Run 1, M1 wires:
Supply wires on this layer in grey.
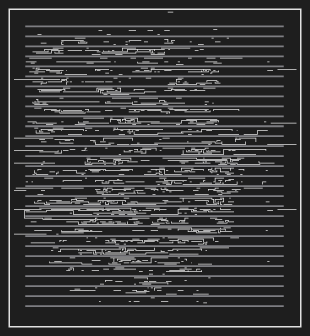
Run 1, the metal 2 layer:
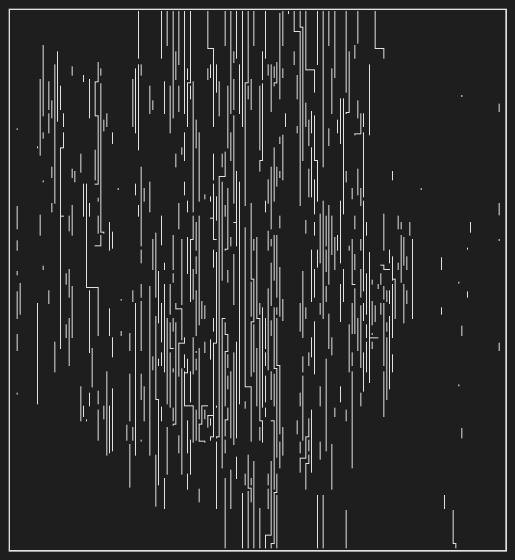
Run 1, met3 routing:
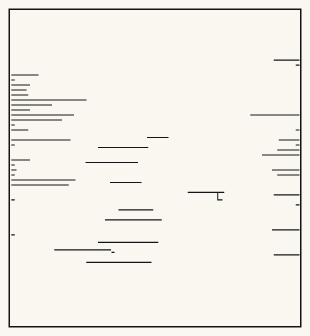
Run 1, clock routing:
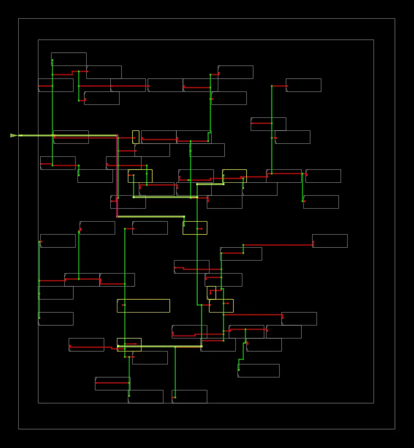
==> config.mk <==
export PLATFORM = sky130hd
export DESIGN_NAME = packetizer
export DESIGN_NICKNAME = d
export VERILOG_FILES = /design/src/rtl/noc_pkg.sv /design/src/rtl/flit_out_reg.sv /design/src/rtl/packetizer.sv
export SDC_FILE = /design/constraint.sdc
export NUM_CORES = 1
export LEC_CHECK = 0
export ABC_AREA = 1
export CORE_ASPECT_RATIO = 1.1
export CORE_MARGIN = 4
export CORE_UTILIZATION = 40
export CTS_BUF_LIST = sky130_fd_sc_hd__clkbuf_8
export DETAILED_ROUTE_END_ITERATION = 7
export GPL_TIMING_DRIVEN = 0
export HOLD_SLACK_MARGIN = 0.06
export PLACE_DENSITY = 0.74
export SLEW_MARGIN = 0
export SYNTH_ARGS = -nofsm -noshare
export SYNTH_HDL_FRONTEND = slang
export SYNTH_SLANG_ARGS = --single-unit
==> constraint.sdc <==
create_clock -name clk -period 1.64 [get_ports clk]
set_clock_uncertainty 0.05 [all_clocks]
set_input_delay 0.246 -clock clk [delete_from_list [all_inputs] [get_ports clk]]
set_output_delay 0.246 -clock clk [all_outputs]
set_load 0.005 [all_outputs]
==> impl_metrics.yaml <==
# yosys + openroad results
clock_network:
  tritoncts: "built"
  cts.path.max_buffers: 2
  path_clk_slew_ps: 100
  cts_hold_repair.buffers: 0
  cts-buffers-inserted: 5
  cts-htree-levels: 2
  cts-root-buf: "clkbuf_8"
place:
  final_gp_congestion: 0.7643
  hpwl_um: 3803
  place_ws_ps: -394.6
  i_o_buffers: 61
routing:
  remaining_drc_errors: 0
  detail_route.wl_per_cell_um: 11.90
  average_via_count_per_standard_cell: 4.613
  drt_first_iter_violations: 75
  postRouteAntennaNets: 0
  dr.pass1.iters: 4
layout:
  num_antenna_cells: 0
  largest_register_ffs: 33
  post-route-util_pct: 60.76
  layout.cells.most_common_list: "nor2_1, clkdlybuf4s50_1, dfxtp_1"
  lay_top_count: "nor2_1"
  synthesis_to_layout_area_growth_pct: 46.98
  layout-drive-gt1-share_pct: 19.11
  layout.nets: 408
setup_path:
  cp-start-kind: "register"
  critical_path.endpoint_type: "register"
  r2r.worst_path.cells: 11
  critPathRequiredTime_ps: 1790
  critPathArrivalTime_ps: 1800
  crit_fanout: 6
  reg2reg_setup_slack_ps: -7
  worstSetupPathType: "register to register"
synthesis:
  yosysSeqAreaShare_pct: 46.98
  postSynthCellCount: 293
  ys_seq_elements: 52
  chip_area_line_of_the_yosys_report_sq_mm: 0.002216
  yosys_cells: 293
  synth_warnings: 0
  mapped_cell_area_sq_mm: 0.002216
  mean_instance_size_in_the_synthesized_netlist_sq_um: 7.563
  unique_cell_type_count_in_the_yosys_netlist: 25
pwr:
  power_leakage_nw: 1.326
  vdd_drop_max_mv: 0.5610
  power_density_mw_per_mm2: 812.4
run_status:
  run_status: "complete, but fails checks"
  violations: "setup timing"
timing:
  final_min_period_over_clock_period_pct: 100.4
  slew_violations: 0
  timing.final.setup_violations: 2
  highest_achievable_clock_rate_ghz: 0.6072
  period_minus_slack_ps: 1647
  layout_setup_ws_ps: -7.000
  rsz0062_at_grt: "yes"
  finalHoldViolations: 0
  setup-tns-final_ps: -9.763
floorplan:
  floorplan.core_area_sq_mm: 0.005360
  rows: 28
  die_wd_um: 78.97
  initial_utilization_pct: 41.34
  ioPinCount: 75
  die_footprint_sq_mm: 0.006796
  die_height_um: 86.06
job:
  stage_log_warnings: 28
  maxCapViolations: 0
global_route:
  grt_antenna_before_repair: 0
  grt_start_max_net_pins: 16
  grt_pass1_vias: 2013
  grt.overflow.total: 0
  grt_use_total_pct: 16.30
  grt_pass1_wl_um: 9066
min_path:
  hp-class: "primary input to register"
  hold_depth: 2
Notes on 'M1 wires' above:
longest straight run: 17.5 um
wire length on this layer: 2230 um
main direction: horizontal
share of all routed wire: 41%
nets with wire on the layer: 365
Total Wirelength: 5437 um
vias after detailed routing: 2108
routing usage on met1: 18.75%

Notes on 'the metal 2 layer' above:
longest straight run: 41.5 um
main direction: vertical
wire length on this layer: 2820 um
met2 global-route usage: 29.71%

Notes on 'met3 routing' above:
main direction: horizontal
wire length on this layer: 354 um
longest straight run: 20.2 um
share of all routed wire: 6.5%
nets with wire on the layer: 42
global routing met3 resource utilization: 4.412%

Notes on 'clock routing' above:
Clock buffer cells: 5
power dissipated in the clock network: 0.862 mW
clock sinks: 52
number of sequential storage elements: 52
insertion delay of the later-clocked pin in the worst-skew pair: 300 ps

-- run 1: area by class of cell --
type | count | area (sq um)
inverters | 19 | 71.32
multi-input cells | 207 | 1054
flip-flops and latches | 52 | 1050
clock buffers | 5 | 68.82
repair buffers | 70 | 713.2
plain buffers | 26 | 167.7
well taps | 75 | 93.84
fillers | 481 | 2103
clock inverters | 3 | 38.79
-- run 1: synthesized netlist by cell type (all sizes together) --
cell	count	area share, %
conb	1	0.17
clkbuf	9	1.5
inv	19	3.2
a21oi	30	8.6
ha	2	1.1
nand2	44	7.8
o21ai	25	5.6
a21boi	1	0.34
nand4	2	0.56
dfxtp	52	47
or2	1	0.28
nand3	21	5.2
nor3	2	0.90
buf	17	5.8
nor2	67	12
-- run 1: report_power, final --
group | leakage (nW) | switching [mW] | total [mW] | internal, mW
Combinational | 0.838 | 0.189 | 0.425 | 0.235
Sequential | 0.428 | 0.0373 | 1.36 | 1.32
Clock | 0.0593 | 0.415 | 0.862 | 0.447
Total | 1.33 | 0.642 | 2.65 | 2.00
-- run 1: through the flow --
stage               cell area, sq um  total power [mW]  hold slack (ps)  instances
floorplan                       2257             1.571            330.9        304
global placement                2962             1.779            398.8        440
CTS                             3196             2.661            258.9        455
detailed placement              2962             1.786            406.7        440
finish                          3257             2.646            254.9        457
global route                    3257             2.774            289.1        457
-- run 1: metal layers --
layer	GRT usage, %	routed length (um)	vias up
li1	-	-	1093
met1	18.75	2231	951
met2	29.71	2815	60
met3	4.412	354	4
met4	4.063	36	0
met5	0	0	-
-- run 1: kinds of logic after synthesis --
family	count (synthesis)	synth area share [%]
AND/OR/NAND/NOR	137	26.54
buffers and inverters	45	10.56
flip-flops	52	46.98
AND-OR/OR-AND	56	14.62
other	1	0.1692
adder cells (fa/ha/maj)	2	1.129
-- run 1: timing repair --
| action | CTS | global route |
|---|---|---|
| setup buffers | 6 | 2 |
| resized | 13 | 20 |
| gates cloned | 1 | 0 |
| setup endpoints to repair | 24 | 36 |
| pin swaps | 12 | 4 |
-- run 1: worst max-delay path: stages, from the launching register on --
cell and delay [ps]:
dfxtp_4 370, ha_4 260, nand2_2 50, nor2_2 80, nand3_2 60, nor2_2 90
nand3_2 110, nand2_4 160, buf_12 130, nand3_2 50, nand2_1 60, nor2_1 50
Power and IR drop assume default switching activity.
